$ cat config.mk
export PLATFORM = sky130hd
export DESIGN_NAME = l2_arbiter
export DESIGN_NICKNAME = d
export VERILOG_FILES = /design/src/rtl/l2_arbiter.sv
export SDC_FILE = /design/constraint.sdc
export NUM_CORES = 1
export LEC_CHECK = 0
export CAP_MARGIN = 0
export CORE_AREA = 2 2 284 286
export CTS_BUF_LIST = sky130_fd_sc_hd__clkbuf_16
export DETAILED_ROUTE_END_ITERATION = 6
export DIE_AREA = 0 0 286 288
export SETUP_SLACK_MARGIN = 0.15
export SYNTH_ARGS = -nofsm -noshare
export SYNTH_HDL_FRONTEND = slang
export SYNTH_SLANG_ARGS = --single-unit
$ cat constraint.sdc
create_clock -name clk -period 3 [get_ports clk]
set_input_delay 0.75 -clock clk [delete_from_list [all_inputs] [get_ports clk]]
set_output_delay 0.75 -clock clk [all_outputs]
set_load 0.005 [all_outputs]
$ cat src/rtl/l2_arbiter.sv
// l2_arbiter: two-master (I-cache / D-cache) to single L2 port arbiter.
// Latency: 1 cycle of arbitration; a request seen in IDLE at cycle N is on the L2 port at N+1.
// Backpressure: requesters hold their request until resp; the grant is held until l2_resp.
//
// Ports:
//   clk, reset            single clock, synchronous active-high reset
//   imem_*                I-side: read request, address, resp, rdata
//   dmem_*                D-side: read/write request, address, wdata, resp, rdata
//   l2_*                  L2 side: read/write command, address, wdata, resp, rdata
//   igrant_count,
//   dgrant_count          saturating grant counters (live only with L2_ARB_PERF_EN)
//
// Build option: define L2_ARB_PERF_EN to enable the grant counters; otherwise
// both counter outputs are tied to 0 and no counter flops exist.
module l2_arbiter #(
  parameter int ADDR_WIDTH = 16,
  parameter int LINE_WIDTH = 128
) (
  input  logic                  clk,
  input  logic                  reset,
  // I-side
  input  logic                  imem_read,
  input  logic [ADDR_WIDTH-1:0] imem_address,
  output logic                  imem_resp,
  output logic [LINE_WIDTH-1:0] imem_rdata,
  // D-side
  input  logic                  dmem_read,
  input  logic                  dmem_write,
  input  logic [ADDR_WIDTH-1:0] dmem_address,
  input  logic [LINE_WIDTH-1:0] dmem_wdata,
  output logic                  dmem_resp,
  output logic [LINE_WIDTH-1:0] dmem_rdata,
  // L2 side
  output logic                  l2_read,
  output logic                  l2_write,
  output logic [ADDR_WIDTH-1:0] l2_address,
  output logic [LINE_WIDTH-1:0] l2_wdata,
  input  logic                  l2_resp,
  input  logic [LINE_WIDTH-1:0] l2_rdata,
  // Performance counters
  output logic [15:0]           igrant_count,
  output logic [15:0]           dgrant_count
);

  typedef enum logic [1:0] {
    IDLE    = 2'd0,
    SERVE_I = 2'd1,
    SERVE_D = 2'd2
  } state_t;

  state_t state, state_nxt;

  // 1 = the most recent grant went to the D-side.
  logic last_grant_d;

  // Command registers: the L2 port is driven only from these while serving.
  logic                  cmd_read;
  logic                  cmd_write;
  logic [ADDR_WIDTH-1:0] cmd_address;
  logic [LINE_WIDTH-1:0] cmd_wdata;

  logic i_req;
  logic d_req;
  logic grant_i;
  logic grant_d;

  assign i_req = imem_read;
  assign d_req = dmem_read | dmem_write;

  // Next-state and grant decode.
  always_comb begin
    state_nxt = state;
    grant_i   = 1'b0;
    grant_d   = 1'b0;
    case (state)
      IDLE: begin
        // On a tie the side that did not win last time takes the grant.
        if (i_req && (!d_req || last_grant_d)) begin
          grant_i   = 1'b1;
          state_nxt = SERVE_I;
        end else if (d_req) begin
          grant_d   = 1'b1;
          state_nxt = SERVE_D;
        end
      end
      SERVE_I, SERVE_D: begin
        if (l2_resp) begin
          state_nxt = IDLE;
        end
      end
      default: state_nxt = IDLE;
    endcase
  end

  always_ff @(posedge clk) begin
    if (reset) begin
      state <= IDLE;
    end else begin
      state <= state_nxt;
    end
  end

  // Grant bookkeeping and command capture.
  always_ff @(posedge clk) begin
    if (reset) begin
      last_grant_d <= 1'b0;
      cmd_read     <= 1'b0;
      cmd_write    <= 1'b0;
      cmd_address  <= '0;
      cmd_wdata    <= '0;
    end else if (grant_i) begin
      last_grant_d <= 1'b0;
      cmd_read     <= 1'b1;
      cmd_write    <= 1'b0;
      cmd_address  <= imem_address;
      cmd_wdata    <= '0;
    end else if (grant_d) begin
      last_grant_d <= 1'b1;
      // Simultaneous read and write is treated as a write.
      cmd_read     <= dmem_read & ~dmem_write;
      cmd_write    <= dmem_write;
      cmd_address  <= dmem_address;
      cmd_wdata    <= dmem_wdata;
    end
  end

  // L2 command strobes are gated by state so IDLE (including right after a
  // reset abort) never issues anything.
  assign l2_read    = (state != IDLE) & cmd_read;
  assign l2_write   = (state != IDLE) & cmd_write;
  assign l2_address = cmd_address;
  assign l2_wdata   = cmd_wdata;

  // Response steering: only the granted side sees l2_resp; resp in IDLE is dropped.
  assign imem_resp  = (state == SERVE_I) & l2_resp;
  assign dmem_resp  = (state == SERVE_D) & l2_resp;
  assign imem_rdata = l2_rdata;
  assign dmem_rdata = l2_rdata;

`ifdef L2_ARB_PERF_EN
  logic [15:0] icnt;
  logic [15:0] dcnt;

  always_ff @(posedge clk) begin
    if (reset) begin
      icnt <= '0;
      dcnt <= '0;
    end else begin
      if (grant_i && (icnt != 16'hFFFF)) begin
        icnt <= icnt + 16'd1;
      end
      if (grant_d && (dcnt != 16'hFFFF)) begin
        dcnt <= dcnt + 16'd1;
      end
    end
  end

  assign igrant_count = icnt;
  assign dgrant_count = dcnt;
`else
  assign igrant_count = 16'd0;
  assign dgrant_count = 16'd0;
`endif

endmodule

Gate-type map:
(1.5 px per µm)
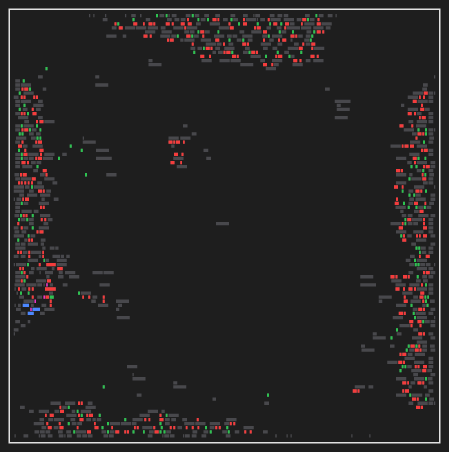
inverting AOI/OAI gates: marked red, cells 299, most used o21ai_0, where all over the die. inverters: marked magenta, cells 4, most used inv_1. adder and majority cells: marked blue, cells 3, most used ha_1. NAND gates: marked green, cells 146, most used nand3_1, where all over the die.

Signal wires on met2:
(1 px per µm)
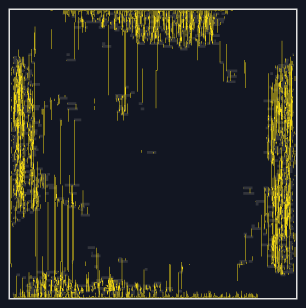
The layer carries 13600 µm of wire. The longest straight run is 105 µm.

==> summary.log <==
[clock_tree] number of buffers inserted by hold repair at cts 0
[synth] top area contributor share 0.353
[cells_and_area] Largest register FFs 128
[power_and_ir_drop] reported net switching power 2230 µW
[global_routing] GR peak layer met2
[cells_and_area] dominant class by area non-clock buffers
[worst_setup_path] CP Max Fanout 3
[worst_setup_path] Register-to-Register Setup Slack 1.06 ns
[power_and_ir_drop] PwrDens 588 nW/µm²
[synth] total cell area reported by yosys after synthesis 8440 µm²
[worst_setup_path] cell occurring most often along the worst timing path sky130_fd_sc_hd__clkdlybuf4s50_1
[route] sum of met3 wire segment lengths after detailed routing 4.45 mm
[global_routing] number of antenna violations at the first check in global routing 0
[worst_setup_path] delay of the slowest critical-path stage 0.52 ns
[floorplan] area inside the core boundary 79600 µm²
[synth] cell accounting for the most synthesized area sky130_fd_sc_hd__dfxtp_1
[power_and_ir_drop] Clk pwr share 0.346
[floorplan] Tap Cells 1060
[global_routing] maximum number of pins on one net before global-route repair 74
[floorplan] Chip Width 286 µm
[power_and_ir_drop] share of power burned in registers 0.348
[cells_and_area] number of nets in the final layout 1314
[sta] Post-Route Skew 0.0131 ns
[synth] instance count of the mapped netlist 985
[route] drt first-iter violations 400
[worst_setup_path] worst setup path class in2out
[route] Routed wire per std cell 16.1 µm
[worst_hold_path] capture endpoint of the worst hold path l2_wdata[118]$_SDFFE_PP0P_
[place] DPL Wire Length 24.5 mm
[cells_and_area] ant diodes 2
[route] total DRC errors in the routed layout 0
[cells_and_area] fraction of layout cells with a size suffix above 1 0.172
[synth] post-synthesis xor/xnor area fraction 0
[worst_hold_path] number of cells on the worst hold path 2
[cells_and_area] final cell count without fillers 2092
[synth] dominant combinational cell family by area after synthesis buffers and inverters
[global_routing] met1 usage in global routing 0.0958
[clock_tree] clock tree root driver cell sky130_fd_sc_hd__clkbuf_16
[floorplan] total I/O pin count 730
[run] Max-cap violations 0
[route] DRT Wirelength 33.7 mm
[synth] simple share 0.0937
[cells_and_area] clock network share of area 0.0526
[cells_and_area] proportion of cell area occupied by registers 0.260
[power_and_ir_drop] overall power 6760 µW
[sta] final number of hold-violating endpoints 0
[worst_setup_path] launch point of the critical path l2_resp
[sta] post-layout period usage 0.902
[power_and_ir_drop] power of the clock network 2340 µW
[global_routing] number of global-route vias before repair 6858
[clock_tree] total number of clock tree sinks 149
[clock_tree] clock transition at the registers of the reported paths 0.07 ns
[power_and_ir_drop] Power Internal 4530 µW
[floorplan] pre-placement core utilization 0.106
[route] DR WL met2 13.6 mm
[cells_and_area] sequential cell count of the final layout 149
[route] DR pass1 iterations 4
[outcome] run status complete, no violations
[synth] yosys cell count 985
[place] pre-CTS worst setup slack 0.288 ns
Sequential cells colored by netlist name:
(1.5 px per µm) Other sequential cells in the stronger gray, the rest of the logic in the fainter gray.
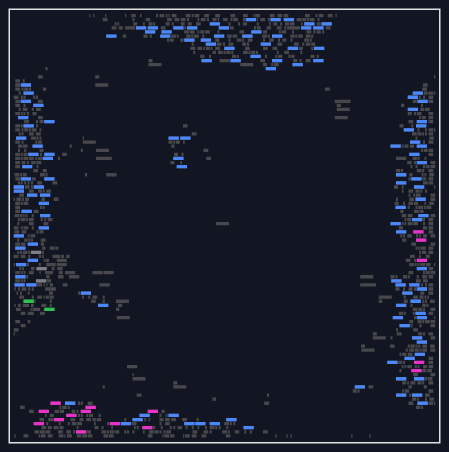
l2_wdata: marked blue, sequential cells 128, where all over the die. state: marked green, sequential cells 2. l2_address: marked magenta, sequential cells 16.
Another 3 sequential cells are not colored.

I/O nets highlighted:
(1.5 px per µm)
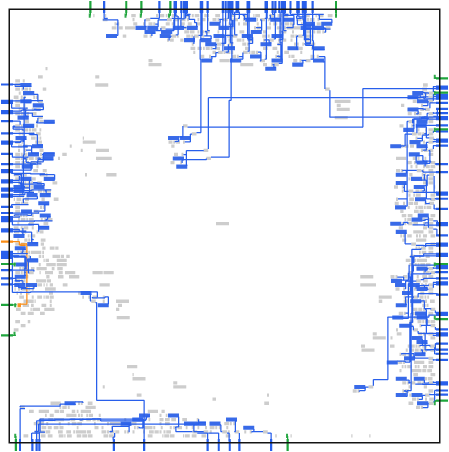
dgrant_count: marked green, bits 16, direction output, edge 6 right, 5 top, 3 left, 2 bottom, end cells 16, buffers 0, wire 49.5 µm. l2_wdata: marked blue, bits 128, direction output, edge 48 right, 36 top, 33 left, 11 bottom, end cells 128, buffers 128, wire 4690 µm. dmem_resp: marked orange, bits 1, direction output, edge left, end cells 1, buffers 1, wire 60.8 µm.

Power is estimated from default activity; no workload was simulated.
